[config.mk]
export PLATFORM = sky130hd
export DESIGN_NAME = hazard_scoreboard_flat
export DESIGN_NICKNAME = d
export VERILOG_FILES = /design/src/rtl/hazard_scoreboard_if.sv /design/src/rtl/hazard_scoreboard.sv /design/src/flat_wrapper.sv
export SDC_FILE = /design/constraint.sdc
export NUM_CORES = 1
export LEC_CHECK = 0
export CAP_MARGIN = 5
export CORE_MARGIN = 1.5
export CORE_UTILIZATION = 47
export DETAILED_ROUTE_END_ITERATION = 6
export GPL_TIMING_DRIVEN = 1
export MAX_ROUTING_LAYER = met4
export PLACE_DENSITY = 0.89
export SYNTH_ARGS = -nofsm -noshare
export SYNTH_HDL_FRONTEND = slang
export SYNTH_SLANG_ARGS = --single-unit
[constraint.sdc]
create_clock -name clk -period 2.15 [get_ports clk]
set_input_delay 0.3225 -clock clk [delete_from_list [all_inputs] [get_ports clk]]
set_output_delay 0.3225 -clock clk [all_outputs]
set_load 0.05 [all_outputs]
[src/rtl/hazard_scoreboard_if.sv]
// Connects the ID-stage issue request and the scoreboard's stall and write-back view.
// The master side drives ID/pipeline control; the slave side is hazard_scoreboard.
interface hazard_scoreboard_if #(
    parameter int unsigned CNT_W = 16
);
    logic             freeze;
    logic             flush;
    logic             id_valid;
    logic [1:0]       id_rs;
    logic [1:0]       id_rt;
    logic             id_use_rs;
    logic             id_use_rt;
    logic             id_reg_write;
    logic [1:0]       id_write_reg;
    logic             id_is_load;
    logic             stall;
    logic             reg_write_mem;
    logic [1:0]       write_reg_mem;
    logic             reg_write_wb;
    logic [1:0]       write_reg_wb;
    logic [CNT_W-1:0] stall_count;

    modport master (
        output freeze, flush, id_valid, id_rs, id_rt, id_use_rs, id_use_rt,
               id_reg_write, id_write_reg, id_is_load,
        input  stall, reg_write_mem, write_reg_mem, reg_write_wb, write_reg_wb,
               stall_count
    );

    modport slave (
        input  freeze, flush, id_valid, id_rs, id_rt, id_use_rs, id_use_rt,
               id_reg_write, id_write_reg, id_is_load,
        output stall, reg_write_mem, write_reg_mem, reg_write_wb, write_reg_wb,
               stall_count
    );
endinterface

[src/rtl/hazard_scoreboard.sv]
// Tracks EX/MEM/WB register writers and stalls ID when forwarding cannot cover a dependency.
// HAZARD_DATA_FORWARDING_EN: defined -> only load-use stalls; undefined -> any EX/MEM writer stalls.
module hazard_scoreboard #(
    parameter int unsigned CNT_W = 16
) (
    input logic                clk,
    input logic                reset_n,
    hazard_scoreboard_if.slave sb
);
    typedef struct packed {
        logic       valid;
        logic       reg_write;
        logic [1:0] dest;
        logic       is_load;
    } slot_t;

    slot_t            ex_q, ex_d, mem_q, wb_q;
    logic [CNT_W-1:0] cnt_q, cnt_d;
    logic             hit_rs, hit_rt, stall, issue;
    logic             unused_load_bits;

    function automatic logic writes(input slot_t s, input logic [1:0] r);
        return s.valid & s.reg_write & (s.dest == r);
    endfunction

    always_comb begin
`ifdef HAZARD_DATA_FORWARDING_EN
        hit_rs = writes(ex_q, sb.id_rs) & ex_q.is_load;
        hit_rt = writes(ex_q, sb.id_rt) & ex_q.is_load;
`else
        hit_rs = writes(ex_q, sb.id_rs) | writes(mem_q, sb.id_rs);
        hit_rt = writes(ex_q, sb.id_rt) | writes(mem_q, sb.id_rt);
`endif
        stall = sb.id_valid & ~sb.flush &
                ((sb.id_use_rs & hit_rs) | (sb.id_use_rt & hit_rt));
        issue = sb.id_valid & ~stall & ~sb.flush;

        ex_d = '0;
        if (issue) begin
            ex_d.valid     = 1'b1;
            ex_d.reg_write = sb.id_reg_write;
            ex_d.dest      = sb.id_write_reg;
            ex_d.is_load   = sb.id_is_load;
        end

        cnt_d = cnt_q;
        if (stall && (cnt_q != '1)) begin
            cnt_d = cnt_q + CNT_W'(1);
        end
    end

    always_ff @(posedge clk or negedge reset_n) begin
        if (!reset_n) begin
            ex_q  <= '0;
            mem_q <= '0;
            wb_q  <= '0;
            cnt_q <= '0;
        end else if (!sb.freeze) begin
            wb_q  <= mem_q;
            mem_q <= ex_q;
            ex_q  <= ex_d;
            cnt_q <= cnt_d;
        end
    end

    assign sb.stall         = stall;
    assign sb.reg_write_mem = mem_q.valid & mem_q.reg_write;
    assign sb.write_reg_mem = mem_q.dest;
    assign sb.reg_write_wb  = wb_q.valid & wb_q.reg_write;
    assign sb.write_reg_wb  = wb_q.dest;
    assign sb.stall_count   = cnt_q;

    // is_load is carried down the pipe for visibility but only EX's copy can matter.
    assign unused_load_bits = ^{ex_q.is_load, mem_q.is_load, wb_q.is_load};
endmodule

[src/flat_wrapper.sv]
// flat-port wrapper written by rule: the top's interface ports become plain ports
module hazard_scoreboard_flat 
#(
    parameter int unsigned CNT_W = 16
)
  (clk, reset_n, sb_freeze, sb_flush, sb_id_valid, sb_id_rs, sb_id_rt, sb_id_use_rs, sb_id_use_rt, sb_id_reg_write, sb_id_write_reg, sb_id_is_load, sb_stall, sb_reg_write_mem, sb_write_reg_mem, sb_reg_write_wb, sb_write_reg_wb, sb_stall_count);
  hazard_scoreboard_if #(.CNT_W(CNT_W)) sb_i ();
  input logic clk;
  input logic reset_n;
  input wire logic [$bits(sb_i.freeze)-1:0] sb_freeze;
  input wire logic [$bits(sb_i.flush)-1:0] sb_flush;
  input wire logic [$bits(sb_i.id_valid)-1:0] sb_id_valid;
  input wire logic [$bits(sb_i.id_rs)-1:0] sb_id_rs;
  input wire logic [$bits(sb_i.id_rt)-1:0] sb_id_rt;
  input wire logic [$bits(sb_i.id_use_rs)-1:0] sb_id_use_rs;
  input wire logic [$bits(sb_i.id_use_rt)-1:0] sb_id_use_rt;
  input wire logic [$bits(sb_i.id_reg_write)-1:0] sb_id_reg_write;
  input wire logic [$bits(sb_i.id_write_reg)-1:0] sb_id_write_reg;
  input wire logic [$bits(sb_i.id_is_load)-1:0] sb_id_is_load;
  output wire logic [$bits(sb_i.stall)-1:0] sb_stall;
  output wire logic [$bits(sb_i.reg_write_mem)-1:0] sb_reg_write_mem;
  output wire logic [$bits(sb_i.write_reg_mem)-1:0] sb_write_reg_mem;
  output wire logic [$bits(sb_i.reg_write_wb)-1:0] sb_reg_write_wb;
  output wire logic [$bits(sb_i.write_reg_wb)-1:0] sb_write_reg_wb;
  output wire logic [$bits(sb_i.stall_count)-1:0] sb_stall_count;
  assign sb_i.freeze = sb_freeze;
  assign sb_i.flush = sb_flush;
  assign sb_i.id_valid = sb_id_valid;
  assign sb_i.id_rs = sb_id_rs;
  assign sb_i.id_rt = sb_id_rt;
  assign sb_i.id_use_rs = sb_id_use_rs;
  assign sb_i.id_use_rt = sb_id_use_rt;
  assign sb_i.id_reg_write = sb_id_reg_write;
  assign sb_i.id_write_reg = sb_id_write_reg;
  assign sb_i.id_is_load = sb_id_is_load;
  assign sb_stall = sb_i.stall;
  assign sb_reg_write_mem = sb_i.reg_write_mem;
  assign sb_write_reg_mem = sb_i.write_reg_mem;
  assign sb_reg_write_wb = sb_i.reg_write_wb;
  assign sb_write_reg_wb = sb_i.write_reg_wb;
  assign sb_stall_count = sb_i.stall_count;
  hazard_scoreboard #(.CNT_W(CNT_W)) u_core (.clk(clk), .reset_n(reset_n), .sb(sb_i));
endmodule
run_1/class_map.png
Scale: 6 px per um.
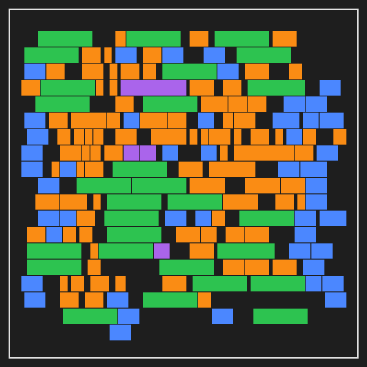
colour	class	cells	share of their area
blue	remaining buffers and delay cells	47	23%
orange	remaining logic cells	87	38%
purple	clock drivers and dummy loads	4	2.7%
green	sequential cells	28	36%
Core Area: 2805 um2
Seq area share: 35.39%
Rows: 19
post-route cell area: 1987 um2
final core utilization: 70.83%

run_1/m1.png
Scale: 8 px per um. Supply wires on this layer in grey.
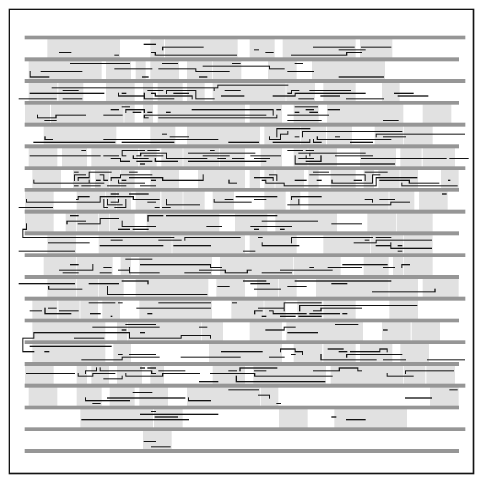
nets with wire on the layer	147
longest straight run	20.7 um
Post-Route WL: 3.196 mm
GR Layer Usage met1: 25.15%
via count: 1059

run_1/placed.png
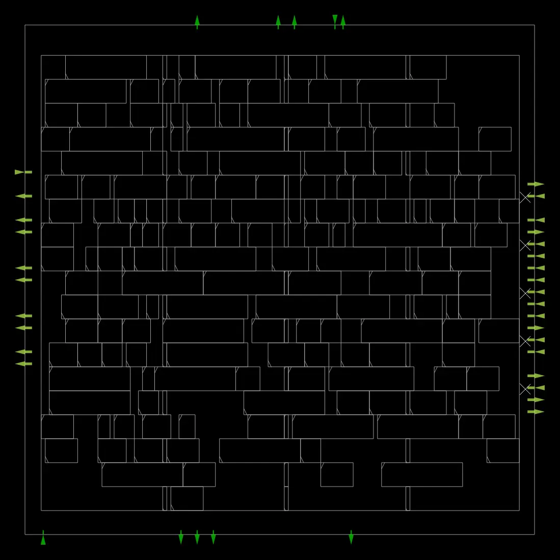
Filler cells: 228
flop count: 28
Non-Filler Instances: 197
tapcell count: 31

==> flow_summary.yaml, run 1 <==
# implementation run metrics
clock_tree:
  ctsRootBufferMaster: "clkbuf_4"
  hold_buffers: 0
  clkSlewWorstSetupHoldPaths_ps: 150
  htree_levels: 1
  clock_latency_ps: 320
  cts.sinks: 28
  cts_buffer_depth: 2
  cts_buffers: 3
placed_design:
  dpl-instance-area_um2: 1836
  place_inst: 191
  io_buffers: 36
  dpl_worst_slack_ps: -144.2
  dp.final_hpwl_mm: 2.169
timing:
  setup_ws_ps: -12.29
  fin_crit_sh_pct: 100.6
  fin_worst_skew_ps: 3.981
  setup_viol: 1
  hold_slack_ps: 358.8
  relSlewSlack_pct: 63.75
  tightestPinTransition_ps: 542.1
  max_freq_mhz: 462.5
pwr:
  p_clk_share_pct: 31.5
  pg_seq_uw: 572
  p_per_area_nw_per_um2: 537.2
  power.internal_uw: 810.0
  p_seq_share_pct: 53.6
  vdd_drop_max_mv: 0.4450
  p_leak_uw: 0.0008866
  netSwitchingFraction_pct: 24.11
cells_and_area:
  n_antenna_cell: 0
  clk_share_pct: 2.645
  final_common_cell: "clkdlybuf4s50_1"
  syn_to_final_growth_pct: 40.53
  drive_gt1_share_pct: 27.11
  lay_top_cells: "32 x clkdlybuf4s50_1, 26 x dfrtp_1, 15 x xnor2_1"
  bufAreaShareNonClock_pct: 22.73
  flop_area_um2: 703.2
  sh_comb_area_pct: 37.09
  final_nets: 183
  clkbuf_count: 3
  dominant_cells: "logic gates"
yosys:
  synth_area_per_cell_um2: 11.68
  yosysMostFrequentCell: "dfrtp_1"
  mux_share_pct: 7.168
  ys_ff: 28
  async_flop_share_pct: 100.0
  ys_types: 29
  yosysWarningCount: 0
  yosysTopAreaCell: "dfrtp_1"
  area_leaders: "dfrtp_1 50%, xnor2_1 9.3%, mux2_2 6.4%, xor2_1 2.5%, nand2_1 2.4%"
  synth.comb.largest_family: "simple AND/OR/NAND/NOR gates"
  top_cells_by_count: "28 x dfrtp_1, 15 x xnor2_1, 9 x nand2_1"
  synth-edff-count: 0
routing:
  route.detailed.drc: 5
  top_layer: "met3"
  wl_per_cell_um: 16.22
  first_iter_violations: 26
  dr_wl_met2_mm: 1.696
  first_pass_iters: 6
setup_path:
  startpoint: "u_core.sb.write_reg_mem[1]"
  crit_path_max_incr_delay_ps: 480
  crit_path_start_kind: "register"
  path_class: "reg -> out"
  cp_cell_sequence: "and2_4, o2111a_1, nor3_2, and2_4, nor2_2, buf_6"
  r2r_end: "u_core.sb.stall_count[5]"
  r2r_slack_ps: 110
  reg2reg_from: "u_core.ex_q[1]"
  endpoint: "sb_stall"
  cp_slowest_cell: "dfrtp_2"
  rr_worst_depth: 9
  cp_top_family: "simple AND/OR/NAND/NOR gates"
run_status:
  status: "finished, violations left"
  violations: "design-rule violations, negative setup slack"
die:
  fp-utilization_pct: 50.40
  die_x_um: 57.85
hold_path:
  hp-class: "in -> async"
global_route:
  use_met2_pct: 31.82
  grt_util_met3_pct: 3.125
  grt_pass1_vias: 1029
  grt_pass1_wl_mm: 4.740
flow_run:
  warning_count: 28
==> run 2: changes to the inputs <==
PLACE_DENSITY = 0.78   (was 0.89)
run_2/placed.png
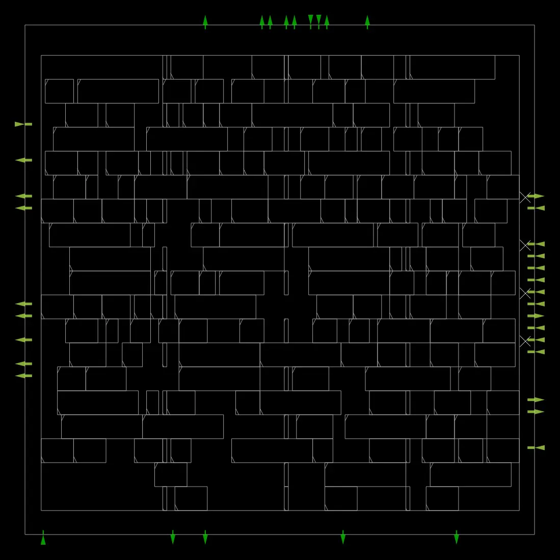
final core utilization: 68.55%
Filler cells: 237

==> flow_summary.yaml, run 2 <==
# implementation run metrics
clock_tree:
  clock_latency_ps: 330
  htree_levels: 1
  cts_buffers: 3
  ctsRootBufferMaster: "clkbuf_4"
  hold_buffers: 0
  clkSlewWorstSetupHoldPaths_ps: 150
placed_design:
  io_buffers: 36
  dpl_worst_slack_ps: -73.34
  dpl-instance-area_um2: 1833
run_status:
  violations: "design-rule violations"
  status: "finished, violations left"
cells_and_area:
  clkbuf_count: 4
  fin_area_um2: 1923
  sh_comb_area_pct: 35.85
  final_nets: 182
  bufAreaShareNonClock_pct: 23.49
  final_common_cell: "clkdlybuf4s50_1"
  dominant_cells: "registers"
routing:
  num_vias: 1028
  dr_wl_met2_mm: 1.350
  wl_mm: 2.783
  route.detailed.drc: 4
  first_pass_iters: 7
setup_path:
  path_class: "reg -> out"
  reg2reg_from: "u_core.ex_q[1]"
  r2r_slack_ps: 130
  cp_cell_sequence: "and2_1, o2111a_1, nor3_2, and2_4, nor2_2, buf_6"
  cp_slowest_cell: "dfrtp_2"
  endpoint: "sb_stall"
pwr:
  p_per_area_nw_per_um2: 509.9
  vdd_drop_max_mv: 0.3375
  power.internal_uw: 727.0
  netSwitchingFraction_pct: 25.86
  p_seq_share_pct: 58.0
yosys:
  synth_area_per_cell_um2: 11.68
  async_flop_share_pct: 100.0
  synth-edff-count: 0
  top_cells_by_count: "28 x dfrtp_1, 15 x xnor2_1, 9 x nand2_1"
  yosysWarningCount: 0
timing:
  tightestPinTransition_ps: 507.0
  fin_crit_sh_pct: 98.33
  relSlewSlack_pct: 66.09
die:
  die_x_um: 57.85
flow_run:
  warning_count: 28
run_2/util_map.png
Scale: 6 px per um. 12 x 12 tiles, from dark blue (low) to red (high), 0 to 100% covered.
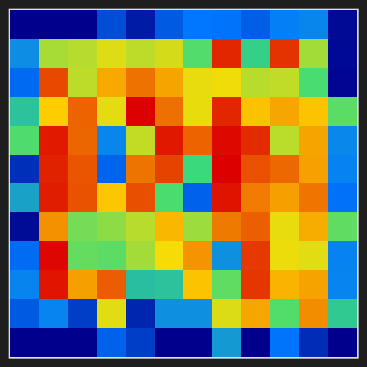
tiles over 75% full	38%
nearly empty tiles	9.0%
densest ninth of the die	middle
fullest tile	100%
FP Core Util: 50.40%

Power figures rest on the tool's default switching activity, not on a simulated workload.
